[config.mk]
export PLATFORM = sky130hd
export DESIGN_NAME = uart_fifo_ctrl
export DESIGN_NICKNAME = d
export VERILOG_FILES = /design/src/rtl/uart_fifo_ctrl.sv
export SDC_FILE = /design/constraint.sdc
export NUM_CORES = 1
export LEC_CHECK = 0
export CAP_MARGIN = 30
export CELL_PAD_IN_SITES_DETAIL_PLACEMENT = 1
export CELL_PAD_IN_SITES_GLOBAL_PLACEMENT = 2
export CORE_UTILIZATION = 48
export DETAILED_ROUTE_END_ITERATION = 10
export GPL_TIMING_DRIVEN = 0
export PLACE_DENSITY = 0.91
export SLEW_MARGIN = 20
export SYNTH_ARGS = -nofsm -noshare
export SYNTH_HDL_FRONTEND = slang
export SYNTH_SLANG_ARGS = --single-unit
[constraint.sdc]
create_clock -name clk -period 7.4 [get_ports clk]
set_clock_uncertainty 0.1 [all_clocks]
set_input_delay 1.11 -clock clk [delete_from_list [all_inputs] [get_ports clk]]
set_output_delay 1.11 -clock clk [all_outputs]
set_load 0.01 [all_outputs]
[src/rtl/uart_fifo_ctrl.sv]
// rtl/uart_fifo_ctrl.sv - Wishbone UART, 8N1, RX/TX FIFOs, programmable divisor, loopback, interrupts
// Pointers carry a wrap bit so full/empty need no extra counter.

module uart_fifo_ctrl_fifo #(
  parameter int DEPTH = 16,
  parameter int W     = 8
) (
  input  logic                     clk,
  input  logic                     rstn,
  input  logic                     i_push,
  input  logic [W-1:0]             i_wdata,
  input  logic                     i_pop,
  output logic [W-1:0]             o_rdata,
  output logic                     o_empty,
  output logic                     o_full,
  output logic [$clog2(DEPTH):0]   o_count
);
  localparam int AW = $clog2(DEPTH);
  localparam logic [AW:0] PTR_ONE = (AW+1)'(1);

  logic [W-1:0] r_mem [DEPTH];
  logic [AW:0]  r_wp, r_rp;
  logic         w_pop, w_push;

  assign o_empty = (r_wp == r_rp);
  assign o_full  = (r_wp[AW] != r_rp[AW]) && (r_wp[AW-1:0] == r_rp[AW-1:0]);
  assign w_pop   = i_pop & ~o_empty;
  // A same-cycle pop frees the slot, so a push into a full FIFO still lands.
  assign w_push  = i_push & (~o_full | w_pop);
  assign o_rdata = r_mem[r_rp[AW-1:0]];
  assign o_count = r_wp - r_rp;

  always_ff @(posedge clk or negedge rstn) begin
    if (!rstn) begin
      r_wp <= '0;
      r_rp <= '0;
    end else begin
      if (w_push) r_wp <= r_wp + PTR_ONE;
      if (w_pop)  r_rp <= r_rp + PTR_ONE;
    end
  end

  always_ff @(posedge clk) begin
    if (w_push) r_mem[r_wp[AW-1:0]] <= i_wdata;
  end
endmodule

module uart_fifo_ctrl #(
  parameter int FIFO_DEPTH  = 16,
  parameter int DIV_W       = 16,
  parameter int DEFAULT_DIV = 434
) (
  input  logic        clk,
  input  logic        rstn,
  input  logic [3:0]  wb_adr_i,
  input  logic [31:0] wb_dat_i,
  output logic [31:0] wb_dat_o,
  input  logic        wb_we_i,
  input  logic        wb_stb_i,
  input  logic        wb_cyc_i,
  input  logic [3:0]  wb_sel_i,
  output logic        wb_ack_o,
  input  logic        uart_rxd,
  output logic        uart_txd,
  output logic        interrupt
);
  localparam int CW = $clog2(FIFO_DEPTH) + 1;
  localparam logic [DIV_W-1:0] DIV_ONE = DIV_W'(1);
  localparam logic [DIV_W-1:0] DIV_MIN = DIV_W'(4);
  localparam logic [DIV_W-1:0] DIV_RST = DIV_W'(DEFAULT_DIV);

  typedef enum logic [1:0] {TX_IDLE, TX_START, TX_DATA, TX_STOP} tx_state_t;
  typedef enum logic [1:0] {RX_IDLE, RX_START, RX_DATA, RX_STOP} rx_state_t;

  logic             r_ack, r_rx_overrun, r_frame_err, r_tx_ovf, r_rx_s1, r_rx_s2, r_rx_push;
  logic [31:0]      r_dat;
  logic [4:0]       r_ctrl;
  logic [DIV_W-1:0] r_div, r_tx_cnt, r_tx_bdiv, r_rx_cnt, r_rx_bdiv;
  logic [2:0]       r_tx_bit, r_rx_bit;
  logic [7:0]       r_tx_shift, r_rx_shift, r_rx_byte;
  tx_state_t        r_tx_state, w_tx_nxt;
  rx_state_t        r_rx_state, w_rx_nxt;

  logic             w_req, w_wr, w_rd, w_tx_push, w_rx_pop, w_tx_pop, w_tx_end, w_tx_line;
  logic             w_rx_end, w_rx_stop_smp, w_rx_pin, w_tx_busy, w_unused;
  logic [1:0]       w_sel;
  logic [2:0]       w_w1c;
  logic [31:0]      w_status, w_rdata;
  logic [DIV_W-1:0] w_div_in, w_rx_lim;
  logic [7:0]       w_tx_rdata, w_rx_rdata;
  logic             w_tx_empty, w_tx_full, w_rx_empty, w_rx_full;
  logic [CW-1:0]    w_rx_count, w_tx_count_unused;

  assign w_unused  = ^{wb_sel_i, wb_adr_i[1:0], wb_dat_i};
  // r_ack masks the held strobe so one request is acked exactly once.
  assign w_req     = wb_stb_i & wb_cyc_i & ~r_ack;
  assign w_wr      = w_req & wb_we_i;
  assign w_rd      = w_req & ~wb_we_i;
  assign w_sel     = wb_adr_i[3:2];
  assign w_tx_push = w_wr & (w_sel == 2'd0);
  assign w_rx_pop  = w_rd & (w_sel == 2'd0);
  assign w_w1c     = (w_wr && w_sel == 2'd1) ? wb_dat_i[7:5] : 3'b000;
  assign w_div_in  = wb_dat_i[DIV_W-1:0];
  assign w_tx_busy = (r_tx_state != TX_IDLE);
  assign wb_ack_o  = r_ack;
  assign wb_dat_o  = r_dat;
  assign uart_txd  = r_ctrl[4] | w_tx_line;
  assign w_rx_pin  = r_ctrl[4] ? w_tx_line : uart_rxd;
  assign interrupt = (r_ctrl[2] & ~w_rx_empty) | (r_ctrl[3] & w_tx_empty)
                   | r_rx_overrun | r_frame_err | r_tx_ovf;

  uart_fifo_ctrl_fifo #(.DEPTH(FIFO_DEPTH), .W(8)) u_tx_fifo (
    .clk(clk), .rstn(rstn), .i_push(w_tx_push), .i_wdata(wb_dat_i[7:0]), .i_pop(w_tx_pop),
    .o_rdata(w_tx_rdata), .o_empty(w_tx_empty), .o_full(w_tx_full), .o_count(w_tx_count_unused));

  uart_fifo_ctrl_fifo #(.DEPTH(FIFO_DEPTH), .W(8)) u_rx_fifo (
    .clk(clk), .rstn(rstn), .i_push(r_rx_push), .i_wdata(r_rx_byte), .i_pop(w_rx_pop),
    .o_rdata(w_rx_rdata), .o_empty(w_rx_empty), .o_full(w_rx_full), .o_count(w_rx_count));

  always_comb begin
    w_status       = '0;
    w_status[7:0]  = {r_tx_ovf, r_frame_err, r_rx_overrun, w_tx_busy,
                      w_tx_full, w_tx_empty, w_rx_full, w_rx_empty};
    w_status[16 +: CW] = w_rx_count;
    w_rdata = '0;
    case (w_sel)
      2'd0:    w_rdata[7:0] = w_rx_empty ? 8'h00 : w_rx_rdata;
      2'd1:    w_rdata = w_status;
      2'd2:    w_rdata = 32'(r_ctrl);
      default: w_rdata = 32'(r_div);
    endcase
  end

  always_ff @(posedge clk or negedge rstn) begin
    if (!rstn) begin
      r_ack        <= 1'b0;
      r_dat        <= '0;
      r_ctrl       <= 5'b00011;
      r_div        <= DIV_RST;
      r_rx_overrun <= 1'b0;
      r_frame_err  <= 1'b0;
      r_tx_ovf     <= 1'b0;
    end else begin
      r_ack <= w_req;
      r_dat <= w_rd ? w_rdata : '0;
      if (w_wr && w_sel == 2'd2) r_ctrl <= wb_dat_i[4:0];
      if (w_wr && w_sel == 2'd3) r_div <= (w_div_in < DIV_MIN) ? DIV_MIN : w_div_in;
      // Set terms are OR-ed after the clear so a coincident event is never lost.
      r_rx_overrun <= (r_rx_push & w_rx_full & ~w_rx_pop) | (r_rx_overrun & ~w_w1c[0]);
      r_frame_err  <= (w_rx_stop_smp & ~r_rx_s2) | (r_frame_err & ~w_w1c[1]);
      r_tx_ovf     <= (w_tx_push & w_tx_full & ~w_tx_pop) | (r_tx_ovf & ~w_w1c[2]);
    end
  end

  always_comb begin
    w_tx_nxt = r_tx_state;
    w_tx_pop = 1'b0;
    w_tx_end = (r_tx_cnt == r_tx_bdiv - DIV_ONE);
    w_tx_line = 1'b1;
    case (r_tx_state)
      TX_IDLE: if (r_ctrl[0] && !w_tx_empty) begin
        w_tx_nxt = TX_START;
        w_tx_pop = 1'b1;
      end
      TX_START: begin
        w_tx_line = 1'b0;
        if (w_tx_end) w_tx_nxt = TX_DATA;
      end
      TX_DATA: begin
        w_tx_line = r_tx_shift[0];
        if (w_tx_end && r_tx_bit == 3'd7) w_tx_nxt = TX_STOP;
      end
      default: if (w_tx_end) w_tx_nxt = TX_IDLE;
    endcase
  end

  always_ff @(posedge clk or negedge rstn) begin
    if (!rstn) begin
      r_tx_state <= TX_IDLE;
      r_tx_cnt   <= '0;
      r_tx_bdiv  <= DIV_RST;
      r_tx_bit   <= '0;
      r_tx_shift <= '0;
    end else begin
      r_tx_state <= w_tx_nxt;
      if (r_tx_state == TX_IDLE) begin
        r_tx_cnt  <= '0;
        r_tx_bdiv <= r_div;
        r_tx_bit  <= '0;
        if (w_tx_pop) r_tx_shift <= w_tx_rdata;
      end else if (w_tx_end) begin
        r_tx_cnt  <= '0;
        r_tx_bdiv <= r_div;
        if (r_tx_state == TX_DATA) begin
          r_tx_shift <= {1'b0, r_tx_shift[7:1]};
          r_tx_bit   <= r_tx_bit + 3'd1;
        end
      end else begin
        r_tx_cnt <= r_tx_cnt + DIV_ONE;
      end
    end
  end

  assign w_rx_lim      = (r_rx_state == RX_START) ? (r_rx_bdiv >> 1) : r_rx_bdiv;
  assign w_rx_end      = (r_rx_cnt == w_rx_lim - DIV_ONE);
  assign w_rx_stop_smp = (r_rx_state == RX_STOP) & w_rx_end & r_ctrl[1];

  always_comb begin
    w_rx_nxt = r_rx_state;
    if (!r_ctrl[1]) begin
      w_rx_nxt = RX_IDLE;
    end else begin
      case (r_rx_state)
        RX_IDLE:  if (!r_rx_s2) w_rx_nxt = RX_START;
        RX_START: if (w_rx_end) w_rx_nxt = r_rx_s2 ? RX_IDLE : RX_DATA;
        RX_DATA:  if (w_rx_end && r_rx_bit == 3'd7) w_rx_nxt = RX_STOP;
        default:  if (w_rx_end) w_rx_nxt = RX_IDLE;
      endcase
    end
  end

  always_ff @(posedge clk or negedge rstn) begin
    if (!rstn) begin
      r_rx_s1    <= 1'b1;
      r_rx_s2    <= 1'b1;
      r_rx_state <= RX_IDLE;
      r_rx_cnt   <= '0;
      r_rx_bdiv  <= DIV_RST;
      r_rx_bit   <= '0;
      r_rx_shift <= '0;
      r_rx_push  <= 1'b0;
      r_rx_byte  <= '0;
    end else begin
      r_rx_s1    <= w_rx_pin;
      r_rx_s2    <= r_rx_s1;
      r_rx_state <= w_rx_nxt;
      r_rx_push  <= w_rx_stop_smp & r_rx_s2;
      if (w_rx_stop_smp) r_rx_byte <= r_rx_shift;
      if (r_rx_state == RX_IDLE) begin
        r_rx_cnt  <= '0;
        r_rx_bdiv <= r_div;
        r_rx_bit  <= '0;
      end else if (w_rx_end) begin
        r_rx_cnt  <= '0;
        r_rx_bdiv <= r_div;
        if (r_rx_state == RX_DATA) begin
          r_rx_shift <= {r_rx_s2, r_rx_shift[7:1]};
          r_rx_bit   <= r_rx_bit + 3'd1;
        end
      end else begin
        r_rx_cnt <= r_rx_cnt + DIV_ONE;
      end
    end
  end
endmodule

Zoomed window:
Region (85, 125) to (115, 155) um. Cells in gray, sequential cells in the stronger gray; small squares are vias.
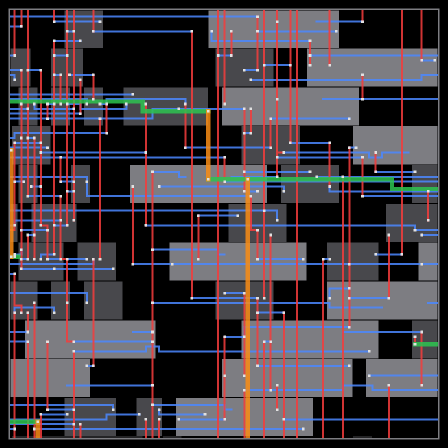
legend:
  metal 4:
    color: orange
  metal 2:
    color: red
  metal 1:
    color: blue
  metal 3:
    color: green
cells with their middle in the window: 38
most frequent: dfrtp_1 (8), dfstp_2 (5), mux2_1 (4)
sequential cells in the window: 13
netlist names of flops here include: `r_rx_bdiv` (8), `r_rx_state` (2)

Track usage over the die:
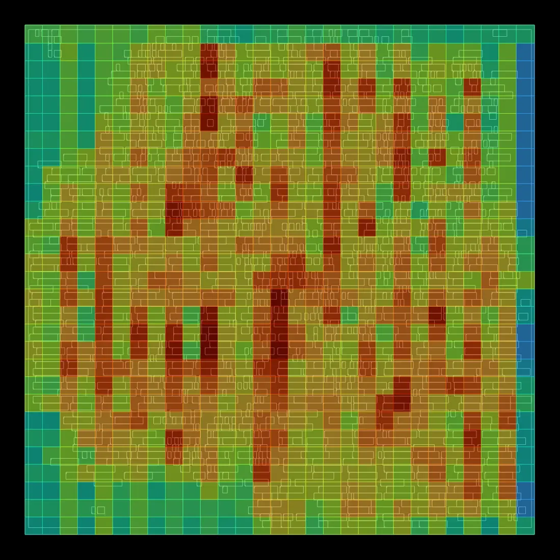
most used routing layer: met2
Final Core Density: 55.8%
met1 usage: 30.7%

Logic cells by family:
(2 px per um)
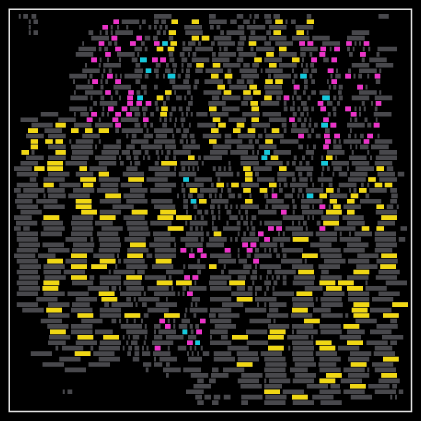
legend:
  xor and xnor cells:
    color: magenta
    cells: 89
  mux cells:
    color: yellow
    cells: 175
    where: spread over the die
  non-inverting ao/oa cells:
    color: cyan
    cells: 16

Met1 routing:
(2 px per um) Supply wires on this layer in gray.
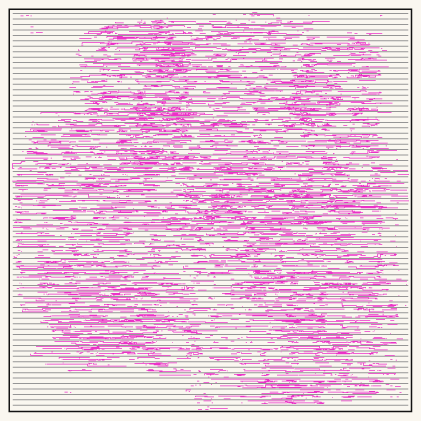
main direction: horizontal
longest straight run: 62.1 um
nets with wire on the layer: 1,353

registers in the layout, summed over array words and instances (netlist names), 16 cells and up:
| signal | flops |
|---|---|
| wb_dat_o | 21 |
| u_tx_fifo.r_mem | 128 |
| r_div | 16 |
| r_tx_cnt | 16 |
| r_rx_bdiv | 16 |
| u_rx_fifo.r_mem | 128 |
| r_rx_cnt | 16 |
| r_tx_bdiv | 16 |
placed cells by master, fill, tap and decap left out, types with 30 or more instances in the layout:
master and n:
nor2_1 92, clkbuf_1 36, nand3_1 30, xnor2_1 54, inv_1 31, mux4_2 80, edfxtp_1 256, mux2_2 64
clkbuf_16 45, xor2_1 35, nand2_1 55, dfrtp_1 148, clkdlybuf4s50_1 45
==> GITHUB_STEP_SUMMARY <==
## Synthesis and layout report

| Metric | Value |
|---|---|
| Die H | 200 um |
| Worst path slowest cell | buf_1 |
| Pwr Total | 0.00716 W |
| Largest area contributor in the netlist | edfxtp_1 |
| Xor+xnor area frac | 4.13% |
| Comb area share | 30.6% |
| Number of global-route vias before repair | 12,100 |
| Number of nets with antenna violations after routing | 0 |
| Reg-to-Reg Start | r_rx_state[0] |
| Clock power share | 30.2% |
| Unrepaired setup endpoints after global routing | false |
| Leak pwr | 8.03 nW |
| Ys cells | 1,248 |
| Seq cells | 423 |
| Clock buffers | 57 |
| Outcome | finished, final reports clean |
| Post-Synthesis Cells | 1,248 |
| Hold Startpoint | r_rx_s1 |
| DR vias | 11,100 |
| NonClk Buf Share | 4.38% |
| Internal power | 0.00488 W |
| Port Buffers | 46 |
| Initial antenna violation count | 1 |
| Most common cell in the netlist | edfxtp_1 |
| H-tree levels | 2 |
| Least-Margin Pin Slew | 0.980 ns |
| Switching share of total power | 31.8% |
| Ys Warns | 0 |
| First-pass GRT wire length | 71,700 um |
| GRT Total Usage | 23.6% |
| Comb power frac | 28.2% |
| Yosys cell types | 78 |
| Seq group | 0.00298 W |
| DRC Markers | 0 |
| CORE AREA | 38,700 um^2 |
| Routed length on met2 | 23,200 um |
| Met2 usage | 40.5% |
| Root Buffer | clkbuf_16 |
| Worst VDD drop | 189 uV |
| RR Endpoint | r_rx_byte[6] |
| Area delta synth->final | 14.5% |
| Reg area | 11,900 um^2 |
| Max-area cell share | 40.7% |
| Worst setup path class | register to output pin |
| Reg2Reg Depth | 13 |
Power is estimated from default activity; no workload was simulated.
